[src/rtl/iter_divider_pkg.sv]
// Shared definitions for the iterative restoring divider.
package cpu_div_pkg;

  localparam int unsigned DIV_DW = 32;
  localparam int unsigned DIV_VW = 16;

  // Quotient reported on divide-by-zero.
  localparam logic [DIV_DW-1:0] DIV_SAT = '1;

  typedef enum logic [1:0] {
    StIdle   = 2'b00,
    StRun    = 2'b01,
    StFinish = 2'b10,
    StDone   = 2'b11
  } div_state_e;

endpackage

[src/rtl/iter_divider_if.sv]
// Request/response bundle between the core and the divider.
interface iter_divider_if
  import cpu_div_pkg::*;
#(
  parameter int unsigned DW = DIV_DW,
  parameter int unsigned VW = DIV_VW
) ();

  logic          start;
  logic [DW-1:0] dividend;
  logic [VW-1:0] divisor;
  logic          round_en;
  logic          busy;
  logic          ack;
  logic [DW-1:0] quotient;
  logic [VW-1:0] remainder;
  logic          div_zero;

  // Core side: issues requests, observes results.
  modport master (
    output start, dividend, divisor, round_en,
    input  busy, ack, quotient, remainder, div_zero
  );

  // Divider side.
  modport slave (
    input  start, dividend, divisor, round_en,
    output busy, ack, quotient, remainder, div_zero
  );

endinterface

[src/rtl/iter_divider_div_step.sv]
// One restoring-division step: shift in a dividend bit, trial-subtract the divisor.
module div_step #(
  parameter int unsigned VW = 16
) (
  input  logic [VW-1:0] prem_i,     // low bits of the current partial remainder
  input  logic          bit_i,      // next dividend bit, MSB first
  input  logic [VW-1:0] divisor_i,
  output logic [VW:0]   prem_o,
  output logic          q_o
);

  logic [VW:0] shifted;
  logic [VW:0] trial;

  // Trial subtract; keep the difference only when it does not go negative.
  always_comb begin
    shifted = {prem_i, bit_i};
    trial   = shifted - {1'b0, divisor_i};
    q_o     = (shifted >= {1'b0, divisor_i});
    prem_o  = q_o ? trial : shifted;
  end

endmodule

[src/rtl/iter_divider.sv]
// Multi-cycle restoring divider: one quotient bit per clock, optional half-LSB
// rounding, saturating divide-by-zero.
module iter_divider
  import cpu_div_pkg::*;
#(
  parameter int unsigned DW = DIV_DW,
  parameter int unsigned VW = DIV_VW
) (
  input  logic          clk_i,
  input  logic          reset_i,
  iter_divider_if.slave bus_io
);

  localparam int unsigned CW = $clog2(DW);

  div_state_e    state_q, state_d;
  logic [CW-1:0] cnt_q, cnt_d;
  logic [DW-1:0] dvd_q, dvd_d;
  logic [VW-1:0] dvs_q, dvs_d;
  logic          rnd_q, rnd_d;
  logic          dz_q, dz_d;         // latched divisor was zero
  logic [VW:0]   prem_q, prem_d;     // partial remainder
  logic [DW-1:0] qacc_q, qacc_d;     // quotient bits accumulated so far
  logic [DW-1:0] quo_q, quo_d;
  logic [VW-1:0] rem_q, rem_d;
  logic          dzo_q, dzo_d;       // visible DivZero, updated only in FINISH

  logic [VW:0]   step_prem;
  logic          step_q;
  logic          round_up;

  div_step #(
    .VW (VW)
  ) u_step (
    .prem_i    (prem_q[VW-1:0]),
    .bit_i     (dvd_q[cnt_q]),
    .divisor_i (dvs_q),
    .prem_o    (step_prem),
    .q_o       (step_q)
  );

  // 2*rem >= divisor, evaluated on the final partial remainder.
  assign round_up = ({prem_q, 1'b0} >= {2'b00, dvs_q});

  // Next-state logic: operand latch, per-bit iteration, finish/rounding.
  always_comb begin
    state_d = state_q;
    cnt_d   = cnt_q;
    dvd_d   = dvd_q;
    dvs_d   = dvs_q;
    rnd_d   = rnd_q;
    dz_d    = dz_q;
    prem_d  = prem_q;
    qacc_d  = qacc_q;
    quo_d   = quo_q;
    rem_d   = rem_q;
    dzo_d   = dzo_q;

    unique case (state_q)
      StIdle, StDone: begin
        if (bus_io.start) begin
          dvd_d   = bus_io.dividend;
          dvs_d   = bus_io.divisor;
          rnd_d   = bus_io.round_en;
          dz_d    = (bus_io.divisor == '0);
          prem_d  = '0;
          qacc_d  = '0;
          cnt_d   = CW'(DW - 1);
          state_d = (bus_io.divisor == '0) ? StFinish : StRun;
        end else begin
          state_d = StIdle;
        end
      end
      StRun: begin
        prem_d = step_prem;
        qacc_d = {qacc_q[DW-2:0], step_q};
        if (cnt_q == '0) begin
          state_d = StFinish;
        end else begin
          cnt_d = cnt_q - 1'b1;
        end
      end
      StFinish: begin
        if (dz_q) begin
          quo_d = {DW{1'b1}};
          rem_d = '0;
        end else begin
          // q is all ones only for divisor 1, where rem is 0, so +1 never wraps.
          quo_d = (rnd_q && round_up) ? qacc_q + DW'(1) : qacc_q;
          rem_d = prem_q[VW-1:0];
        end
        dzo_d   = dz_q;
        state_d = StDone;
      end
      default: state_d = StIdle;
    endcase
  end

  // State registers with synchronous active-high reset.
  always_ff @(posedge clk_i) begin
    if (reset_i) begin
      state_q <= StIdle;
      cnt_q   <= '0;
      dvd_q   <= '0;
      dvs_q   <= '0;
      rnd_q   <= 1'b0;
      dz_q    <= 1'b0;
      prem_q  <= '0;
      qacc_q  <= '0;
      quo_q   <= '0;
      rem_q   <= '0;
      dzo_q   <= 1'b0;
    end else begin
      state_q <= state_d;
      cnt_q   <= cnt_d;
      dvd_q   <= dvd_d;
      dvs_q   <= dvs_d;
      rnd_q   <= rnd_d;
      dz_q    <= dz_d;
      prem_q  <= prem_d;
      qacc_q  <= qacc_d;
      quo_q   <= quo_d;
      rem_q   <= rem_d;
      dzo_q   <= dzo_d;
    end
  end

  // Status and result outputs are pure functions of registered state.
  always_comb begin
    bus_io.busy      = (state_q == StRun) || (state_q == StFinish);
    bus_io.ack       = (state_q == StDone);
    bus_io.quotient  = quo_q;
    bus_io.remainder = rem_q;
    bus_io.div_zero  = dzo_q;
  end

endmodule

[src/flat_wrapper.sv]
// flat-port wrapper written by rule: the top's interface ports become plain ports
module iter_divider_flat import cpu_div_pkg::*;
#(
  parameter int unsigned DW = DIV_DW,
  parameter int unsigned VW = DIV_VW
)
  (clk_i, reset_i, bus_io_start, bus_io_dividend, bus_io_divisor, bus_io_round_en, bus_io_busy, bus_io_ack, bus_io_quotient, bus_io_remainder, bus_io_div_zero);
  iter_divider_if #(.DW(DW), .VW(VW)) bus_io_i ();
  input  logic clk_i;
  input  logic reset_i;
  input wire logic [$bits(bus_io_i.start)-1:0] bus_io_start;
  input wire logic [$bits(bus_io_i.dividend)-1:0] bus_io_dividend;
  input wire logic [$bits(bus_io_i.divisor)-1:0] bus_io_divisor;
  input wire logic [$bits(bus_io_i.round_en)-1:0] bus_io_round_en;
  output wire logic [$bits(bus_io_i.busy)-1:0] bus_io_busy;
  output wire logic [$bits(bus_io_i.ack)-1:0] bus_io_ack;
  output wire logic [$bits(bus_io_i.quotient)-1:0] bus_io_quotient;
  output wire logic [$bits(bus_io_i.remainder)-1:0] bus_io_remainder;
  output wire logic [$bits(bus_io_i.div_zero)-1:0] bus_io_div_zero;
  assign bus_io_i.start = bus_io_start;
  assign bus_io_i.dividend = bus_io_dividend;
  assign bus_io_i.divisor = bus_io_divisor;
  assign bus_io_i.round_en = bus_io_round_en;
  assign bus_io_busy = bus_io_i.busy;
  assign bus_io_ack = bus_io_i.ack;
  assign bus_io_quotient = bus_io_i.quotient;
  assign bus_io_remainder = bus_io_i.remainder;
  assign bus_io_div_zero = bus_io_i.div_zero;
  iter_divider #(.DW(DW), .VW(VW)) u_core (.clk_i(clk_i), .reset_i(reset_i), .bus_io(bus_io_i));
endmodule
[config.mk]
export PLATFORM = sky130hd
export DESIGN_NAME = iter_divider_flat
export DESIGN_NICKNAME = d
export VERILOG_FILES = /design/src/rtl/iter_divider_pkg.sv /design/src/rtl/iter_divider_if.sv /design/src/rtl/iter_divider_div_step.sv /design/src/rtl/iter_divider.sv /design/src/flat_wrapper.sv
export SDC_FILE = /design/constraint.sdc
export NUM_CORES = 1
export LEC_CHECK = 0
export ABC_AREA = 1
export CORE_MARGIN = 2
export CORE_UTILIZATION = 35
export CTS_CLUSTER_DIAMETER = 30
export DETAILED_ROUTE_END_ITERATION = 8
export PLACE_DENSITY = 0.66
export SETUP_SLACK_MARGIN = 0.15
export SLEW_MARGIN = 10
export SYNTH_ARGS = -nofsm -noshare
export SYNTH_HDL_FRONTEND = slang
export SYNTH_SLANG_ARGS = --single-unit
[constraint.sdc]
create_clock -name clk_i -period 2.6 [get_ports clk_i]
set_input_delay 0.52 -clock clk_i [delete_from_list [all_inputs] [get_ports clk_i]]
set_output_delay 0.52 -clock clk_i [all_outputs]
set_load 0.1 [all_outputs]
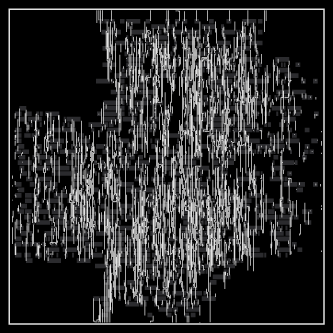
*The metal 2 layer, run 1*
Drawn at 2 px/um. Cells faint in the background.
wire length on this layer = 10400 um
nets with wire on the layer = 1079
Routed WL: 23.58 mm
Via Count: 8349

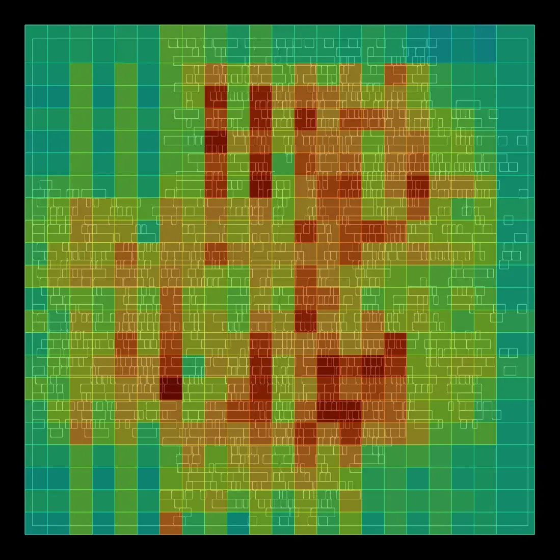
*Routing congestion map, run 1*
grt peak-use layer: met2
met1 Usage GRT: 25.75%

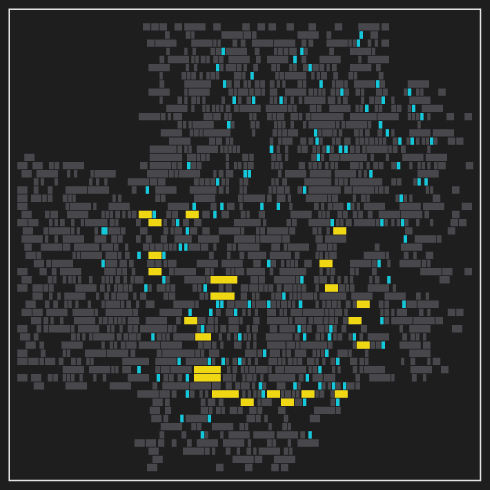
*Logic cells by family, run 1*
Drawn at 3 px/um.
yellow -> adder and majority cells  # cells 23, most used ha_1
cyan -> inverters  # cells 115, most used inv_1
final cell count without fillers: 1679
most frequent logic cell in the layout: nand2_1
Comb area share: 43.75%

==> Changelog: implementation, run 1 <==
## Flow update

* Complex Gates by Area at between 10% and 20%
* Register area at roughly 3100 um2
* Crit path kind: reg -> reg
* FF-to-FF path depth at 22
* Clock buffer count at 18
* Clk tree area frac at under 10%
* Fraction of power spent switching nets at 45.29%
* # resized after CTS at 12
* Register share of total power at roughly a quarter
* Mapped Area at a little over 8000 um2
* Clock Path Buffers at 2
* Fmax at about 0.4 GHz
* IO Pins at about 100
* First-pass detailed-route iteration total at 5
* Detailed Place HPWL at 15.71 mm
* Worst Hold End: u_core.dvs_q[10]$_SDFFE_PP0P_
* Sequential share of cell area at between 20% and 30%
* Reg-to-Reg Start: u_core.cnt_q[0]$_SDFFE_PP0P_
* Worst r2r dst: u_core.prem_q[12]$_SDFFE_PP0P_
* Core ar. at roughly 23000 um2
* Largest net degree at the start of global routing at 86
* Non-clock buffers at approximately 140
* Startpoint types: register
* Placed insts at approximately 1600
* TritonCTS clock tree: yes
* Max FO, Critical Path at 11
* GPL Wtd Cong at a little under 0.9
* Pre-CTS setup slack at 22.76 ps
* DR DRC count at 0
* Late-Pin Clk Latency at about 430 ps
* Most common library cells after synthesis: 318 x nand2_1, 182 x nor2_1, 155 x dfxtp_1, 134 x a21oi_1, 108 x inv_1
* Final hold slack at 456.8 ps
* WP data required at around 3000 ps
* Share of cells above drive strength 1 at about 14%
* Commonest flop: dfxtp_1
* Final slew viol count at 0
* Setup TNS at 0 ps
* # H-tree levels at 4
* Routing usage on met2 at 29.31%
* Leakage Power at 4.400 nW
* Register area share after synthesis at between 30% and 40%
* Final hold vios at 0
* Status: finished, final reports clean
* NetSw at 5.306 mW
* Synth top cell by count: nand2_1
* Die extent in x at around 160 um
* Worst path most repeated cell: nand2_1
* Initial Util at between 30% and 40%
* Mux contribution to synthesized area at 0%
* Yosys chip area at a little over 8000 um2
* XOR-XNOR Cells, Area Fraction at under 10%
* Number of logic gates at between 900 and 1000
* RSZ-0062 raised after global routing: yes
run 1: state kept, by name, indices dropped and copies added, names as in the netlist:
| register | count |
|---|---|
| u_core.rnd_q | 1 |
| u_core.dvs_q | 16 |
| u_core.bus_io.remainder | 16 |
| u_core.dz_q | 1 |
| u_core.state_q | 2 |
| u_core.bus_io.quotient | 32 |
| u_core.cnt_q | 5 |
| u_core.qacc_q | 32 |
| u_core.bus_io.div_zero | 1 |
| u_core.prem_q | 17 |
| u_core.dvd_q | 32 |
run 1: how the worst max path moves through the flow:
stage	startpoint	endpoint	slack, ps	cells after the start
global route	u_core.cnt_q[0]$_SDFFE_PP0P_	u_core.prem_q[12]$_SDFFE_PP0P_	-70	21
detailed placement	u_core.cnt_q[1]$_SDFFE_PP0P_	u_core.prem_q[12]$_SDFFE_PP0P_	20	20
finish	u_core.cnt_q[0]$_SDFFE_PP0P_	u_core.prem_q[12]$_SDFFE_PP0P_	100	22
CTS	u_core.cnt_q[0]$_SDFFE_PP0P_	u_core.prem_q[12]$_SDFFE_PP0P_	150	21
floorplan	u_core.cnt_q[0]$_SDFFE_PP0P_	u_core.prem_q[12]$_SDFFE_PP0P_	150	20
global placement	u_core.cnt_q[0]$_SDFFE_PP0P_	u_core.prem_q[12]$_SDFFE_PP0P_	80	21
run 1: cells by family after synthesis:
family / Yosys count
AND/OR/NAND/NOR: 630
buffers and inverters: 172
AND-OR/OR-AND: 252
flip-flops: 155
adder cells (fa/ha/maj): 23
XOR/XNOR: 12
run 1: through the flow:
step           utilization (%)  cell area (um2)
4_1_cts                  44.64            10170
3_3_place_gp             41.49             9452
3_5_place_dp             41.49             9452
6_report                 46.12            10510
2_1_floorplan                -             8154
5_1_grt                  46.12            10510
## Run 2: what changed since run 1
- CORE_ASPECT_RATIO: unset -> 0.7
- TNS_END_PERCENT: unset -> 1
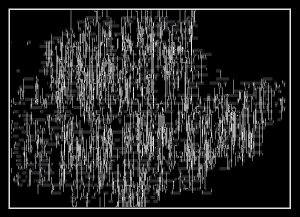
*The metal 2 layer, run 2*
Drawn at 1.5 px/um. Cells faint in the background.
nets with wire on the layer = 1070
wire length on this layer = 9760 um
longest straight run = 52.9 um
main direction = vertical
share of all routed wire = 42%
routing usage on met2: 28.07%
Routed WL: 23.51 mm
Via Count: 8243

==> run 2 against run 1 <==
Effect of this change:
- synthesized area is the same
- synthesized cell count is the same
- maximum frequency fell by 2.3%
- global-route usage is 0.24 points higher
- via count shrank 1.3%
- critical path depth is 3 lower
- register-to-register slack got worse by 60 ps
- sequential power about the same
- sequential share of layout area grew 0.44 points
- first-iteration DRC count up 11%
- worst hold slack better by 0.66 ps
- highest routed layer unchanged
==> Changelog: implementation, run 2 <==
## Flow update

* GPL Wtd Cong at 0.8843 (+1.6%)
* Fraction of power spent switching nets at 46.85% (+1.6 points)
* CP startpoint: u_core.cnt_q[0]$_SDFFE_PP0P_
* Final hold vios at 0 (unchanged)
* Worst Hold End: u_core.dvs_q[6]$_SDFFE_PP0P_
* DR DRC count at 0 (unchanged)
* Post-synth EDFFs at 0
* TritonCTS clock tree: yes
* Setup TNS at 0 ps (unchanged)
* Late-Pin Clk Latency at 440 ps (about the same)
* Status: finished, final reports clean
* Met1 Usage GRT at 28.32% (+2.6 points)
* Grt peak-use layer: met1
* Startpoint types: register
* # H-tree levels at 4 (unchanged)
* Port Buffers at 102
* Placed insts at 1644 (+0.67%)
* Final slew viol count at 0 (unchanged)
* Register area share after synthesis at 38.08% (unchanged)
* Detailed Place HPWL at 16.74 mm (+6.6%)
* Util after Layout at 45.51% (-0.61 points)
* Reg-to-Reg Start: u_core.cnt_q[0]$_SDFFE_PP0P_
* Critical Path End: u_core.prem_q[8]$_SDFFE_PP0P_
* Hold Startpoint: u_core.dvs_q[6]$_SDFFE_PP0P_
* Most frequent logic cell in the layout: nand2_1
* Clock Path Buffers at 2 (unchanged)
* Most common library cells after synthesis: 318 x nand2_1, 182 x nor2_1, 155 x dfxtp_1, 134 x a21oi_1, 108 x inv_1
* Crit path kind: reg -> reg
* Largest net degree at the start of global routing at 86 (unchanged)
* Final cell count without fillers at 1682 (+0.18%)
* Core ar. at 22730 um2 (-0.19%)
* Final Instance Area at 10350 um2 (-1.5%)
* WP data required at 2910 ps (-50 ps)
* Register share of total power at 27.8% (+1.2 points)
* Mapped Area at 8148 um2 (unchanged)
* First-pass detailed-route iteration total at 7 (+2)
* Worst r2r dst: u_core.prem_q[8]$_SDFFE_PP0P_
* Yosys chip area at 8148 um2 (unchanged)
* Max FO, Critical Path at 8 (-3)
* Placed cell area at 9540 um2 (+0.94%)
* Commonest flop: dfxtp_1
* NetSw at 5.254 mW (-0.98%)
* Fmax at 0.3908 GHz (-2.3%)
* RSZ-0062 raised after global routing: yes
* Synth top cell by count: nand2_1
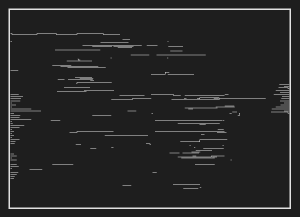
*Met3 routing, run 2*
Drawn at 1.5 px/um.
main direction = horizontal
longest straight run = 46.0 um
wire length on this layer = 1440 um
M3 GR Usage: 3.606%

-- run 2: cell count changes in the layout (fill, tap and decap cells not counted), moves of 3 or more --
| cell | previous run | this run |
|---|---|---|
| inv_8 | 1 | 5 |
| bufinv_16 | 5 | 1 |
| nand3_2 | 14 | 10 |
| clkinv_8 | 0 | 3 |
| nand2_2 | 14 | 10 |
| ha_1 | 17 | 20 |
| buf_4 | 78 | 88 |
| clkinv_4 | 4 | 1 |
| nand2_4 | 3 | 0 |
| nand2_1 | 305 | 311 |
| nand3_1 | 57 | 61 |
-- run 2: cell families (layout without fill, tap and decap cells) --
logic type	count (synthesis)	in the layout	synth area share, %
AND-OR/OR-AND	252	252	15.77
XOR/XNOR	12	12	1.290
adder cells (fa/ha/maj)	23	23	3.624
buffers and inverters	172	298	8.538
flip-flops	155	155	38.08
AND/OR/NAND/NOR	630	630	32.69
-- run 2: layout make-up --
cell class	instances	area, um2
fillers	2331	12390
multi-input cells	917	4487
flip-flops and latches	155	3108
repair buffers	151	1321
inverters	115	432.9
clock buffers	17	425.4
well taps	312	390.4
clock inverters	15	181.4
-- run 2: power groups by stage --
stage	clock, mW	combinational, mW	sequential, mW
after global routing	2.72	6.07	3.17
after global placement	0	5.15	3.15
after floorplan	0	2.80	4.12
after detailed placement	0	5.17	3.15
after CTS	2.60	5.29	3.11
final	2.55	5.54	3.12
-- run 2: worst max-delay path: stages (launching register included) --
cell and delay [ps]:
dfxtp_4 360, inv_1 90, buf_6 140, nor2_1 50, o211ai_1 170, nand3_1 100
nand2_1 110, nand2_2 90, ha_4 170, fa_2 390, inv_2 70, nand3_2 60
nand3_2 80, nand2_1 60, nand2_2 110, buf_6 110, xnor2_2 90, nand2_1 70
nand3_1 60, a21oi_1 60
## Run 3: what changed since run 2
- CORE_ASPECT_RATIO: 0.7 -> 1.75
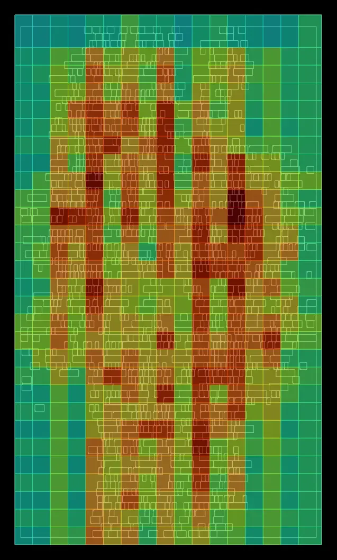
*Routing congestion map, run 3*
M3 GR Usage: 3.271%
met1 Usage GRT: 21.95%
Util after Layout: 44.75%

==> run 3 against run 2 <==
Effect of this change:
- clock-buffer cell count increased by 1
- flip-flop count unchanged
- non-clock buffer count decreased by 11
==> Changelog: implementation, run 3 <==
## Flow update

* Via Count at 8324 (+0.98%)
* Hold Startpoint: u_core.bus_io.remainder[5]$_SDFFE_PP0P_
* Fmax at 0.4102 GHz (+4.9%)
* CP Depth at 21 (+2)
* Sinks on the clock net at approximately 160
* Complex Gates by Area at 15.77% (unchanged)
* Clock Path Buffers at 2 (unchanged)
* Startpoint types: register
* DRT antenna net count at 0
* Die extent in x at roughly 120 um
* Placed cell area at 9493 um2 (-0.50%)
* Yosys chip area at 8148 um2 (unchanged)
* Final slew viol count at 0 (unchanged)
* WP data required at 2960 ps (+50 ps)
* Register area share after synthesis at 38.08% (unchanged)
* # resized after CTS at 24
* N_diodes at 0
* WP data arrival at 2800 ps
* Simple logic cell fraction of the synthesized area at 32.69% (unchanged)
* DR DRC count at 0 (unchanged)
* Max FO, Critical Path at 8 (unchanged)
* Late-Pin Clk Latency at 430 ps (about the same)
* Most common library cells after synthesis: 318 x nand2_1, 182 x nor2_1, 155 x dfxtp_1, 134 x a21oi_1, 108 x inv_1
* Worst path most repeated cell: nand3_1
* Share of cells above drive strength 1 at 12.66%
* Setup Skew at 16.99 ps
* Final hold slack at about 470 ps
* Slowest stage delay, CP at 390 ps (about the same)
* Starting DRC count in detailed routing at 426
* Largest net degree at the start of global routing at 86 (unchanged)
* GR Overflow Total at 0
* Initial Util at between 30% and 40%
* Yosys stat cell total at approximately 1200
* CTS Hold Bufs at 0
* Yosys reg bits at 155
* Crit path kind: reg -> reg
* XOR-XNOR Cells, Area Fraction at 1.290% (unchanged)
* CP bufs+invs at 2 (-2)
* Synth logic family: simple AND/OR/NAND/NOR gates
* Reg clk slew, reported paths at approximately 70 ps
* Die Span Y at slightly above 200 um
* Most area-hungry cell type in the Yosys netlist: dfxtp_1
* Synth top cell by count: nand2_1
* Drt via density at 5.017
* Mux contribution to synthesized area at 0% (unchanged)
* Top cells by area: dfxtp_1 38%, nand2_1 15%, nor2_1 8.4%, a21oi_1 8.2%, o21ai_0 5.7%
* # H-tree levels at 4 (unchanged)
* First-pass GRT wire length at ~41 mm
* GPL Wtd Cong at 0.9997 (+13%)
* Wire per inst at roughly 15 um
* CP startpoint: u_core.cnt_q[0]$_SDFFE_PP0P_
* Crit-path leading delay family: simple AND/OR/NAND/NOR gates
* # Post-CTS Setup Buffers at 1
* Port Buffers at 102 (unchanged)
* Worst Hold End: u_core.bus_io.remainder[5]$_SDFFE_PP0P_
* Commonest flop: dfxtp_1
* TritonCTS clock tree: yes
* Vias in the first global route at roughly 8500
* Routed WL at 24.78 mm (+5.4%)
* Core ar. at 22830 um2 (+0.44%)
* Detailed Place HPWL at 17.70 mm (+5.8%)
* Slowest stage cell, crit path: dfxtp_4
* Critical Path End: u_core.prem_q[12]$_SDFFE_PP0P_
* R2R Setup Slk at between 150 and 200 ps
* Post-synth EDFFs at 0 (unchanged)
* Max-cap violations at 0
* Distinct lib cells at ~40
* Top cells excl fill/tap: 310 x nand2_1, 180 x nor2_1, 152 x dfxtp_1
* Critical path endpoint category: register
* Status: finished, final reports clean
* First-pass detailed-route iteration total at 5 (-2)
* Reg-to-Reg Start: u_core.cnt_q[0]$_SDFFE_PP0P_
* Mapped Area at 8148 um2 (unchanged)
* Syn nets at roughly 1300
* RSZ-0062 raised after global routing: yes
* Synth Area in Adders at 3.624% (unchanged)
* Critical-path cell list: buf_12 > nor2_1 > nor2_1 > o21ai_0 > nand3_1 > nand3_1 > nand2_1 > nand2_2 > ha_4 > fa_2 > inv_2 > nand3_2 > nand3_2 > nand2_2 > nand2_4 > nand2_2 > nand2_1 > nand2_1 > nand3_1 > nand3_1 > a21oi_1
* Most frequent logic cell in the layout: nand2_1
* Worst r2r dst: u_core.prem_q[12]$_SDFFE_PP0P_
* Initial antenna violation count at 0
* Final hold vios at 0 (unchanged)
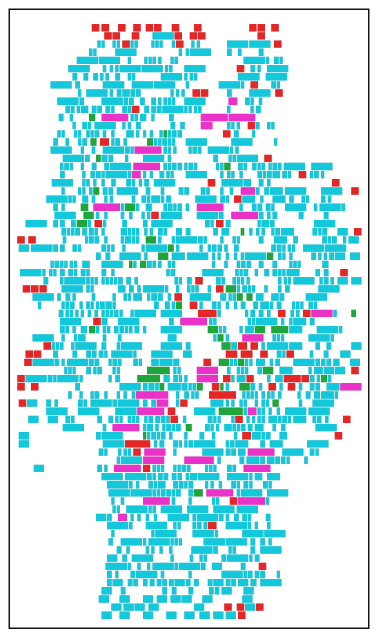
*Cell sizes after repair, run 3*
Drawn at 3 px/um.
red -> drive 3 to 4  # cells 95
magenta -> drive 6 and up  # cells 33
cyan -> drive 1 or less  # cells 1187
green -> drive 2  # cells 44
Final Instance Area: 10220 um2
setup ws final: 162.0 ps
Area Overhead vs Synth: 25.40%
Non-clock buffers: 140

[run 3: netlist changes by cell type in the layout (fill, tap and decap cells not counted), sizes merged]
cell and change:
inv -2, clkbuf +1, clkinv -1, buf -11
clkinvlp +2
[run 3: cells by family (layout without fill, tap and decap cells)]
group                      Yosys count  in the layout
AOI/OAI and AO/OA                  252            252
xor gates and xnor gates            12             12
adders and majority gates           23             23
buffers and inverters              172            287
DFF                                155            155
and+or+nand+nor                    630            630
[run 3: metrics by stage]
stage / power (mW) / setup TNS (ps) / setup slack, ps / cells / utilization, %
3_5_place_dp: 8.361 / -190.1 / -99.24 / 1625 / 41.57
4_1_cts: 11.02 / 0 / 140.8 / 1659 / 44.59
5_1_grt: 11.77 / 0 / 15.93 / 1659 / 44.75
6_report: 11.04 / 0 / 162.0 / 1659 / 44.75
3_3_place_gp: 8.310 / -18.51 / -18.51 / 1625 / 41.57
2_1_floorplan: 6.921 / 0 / 154.8 / 1244 / -
[run 3: final cells by class]
type | instances | area (um2)
sequential | 155 | 3109
tap | 300 | 375.4
multi-input combinational | 917 | 4451
inverter | 115 | 432.9
clock inverter | 14 | 137.6
clock buffer | 18 | 439.2
fill | 2392 | 12620
timing repair buffer | 140 | 1272
[run 3: tightest hold or removal path: cells and delay by family (launching register included)]
family          cells  cell delay [ps]
flops               1              310
simple gates        1               60
compound gates      1               50
[run 3: where the power goes]
part           leakage [nW]  total (mW)  switching (mW)  internal, mW
logic                  2.73        5.44            3.78          1.66
registers              1.27        3.14           0.312          2.83
clock network         0.272        2.46            1.10          1.36
total                  4.27        11.0            5.19          5.85
[run 3: per-layer routing]
layer	global-route usage [%]	part of all wire, %	vias to the layer above
met5	0	0	-
li1	-	-	4214
met2	39.18	53	207
met1	21.95	39	3829
met3	3.271	3.4	74
met4	10.97	4.6	0
Power and IR drop assume default switching activity.
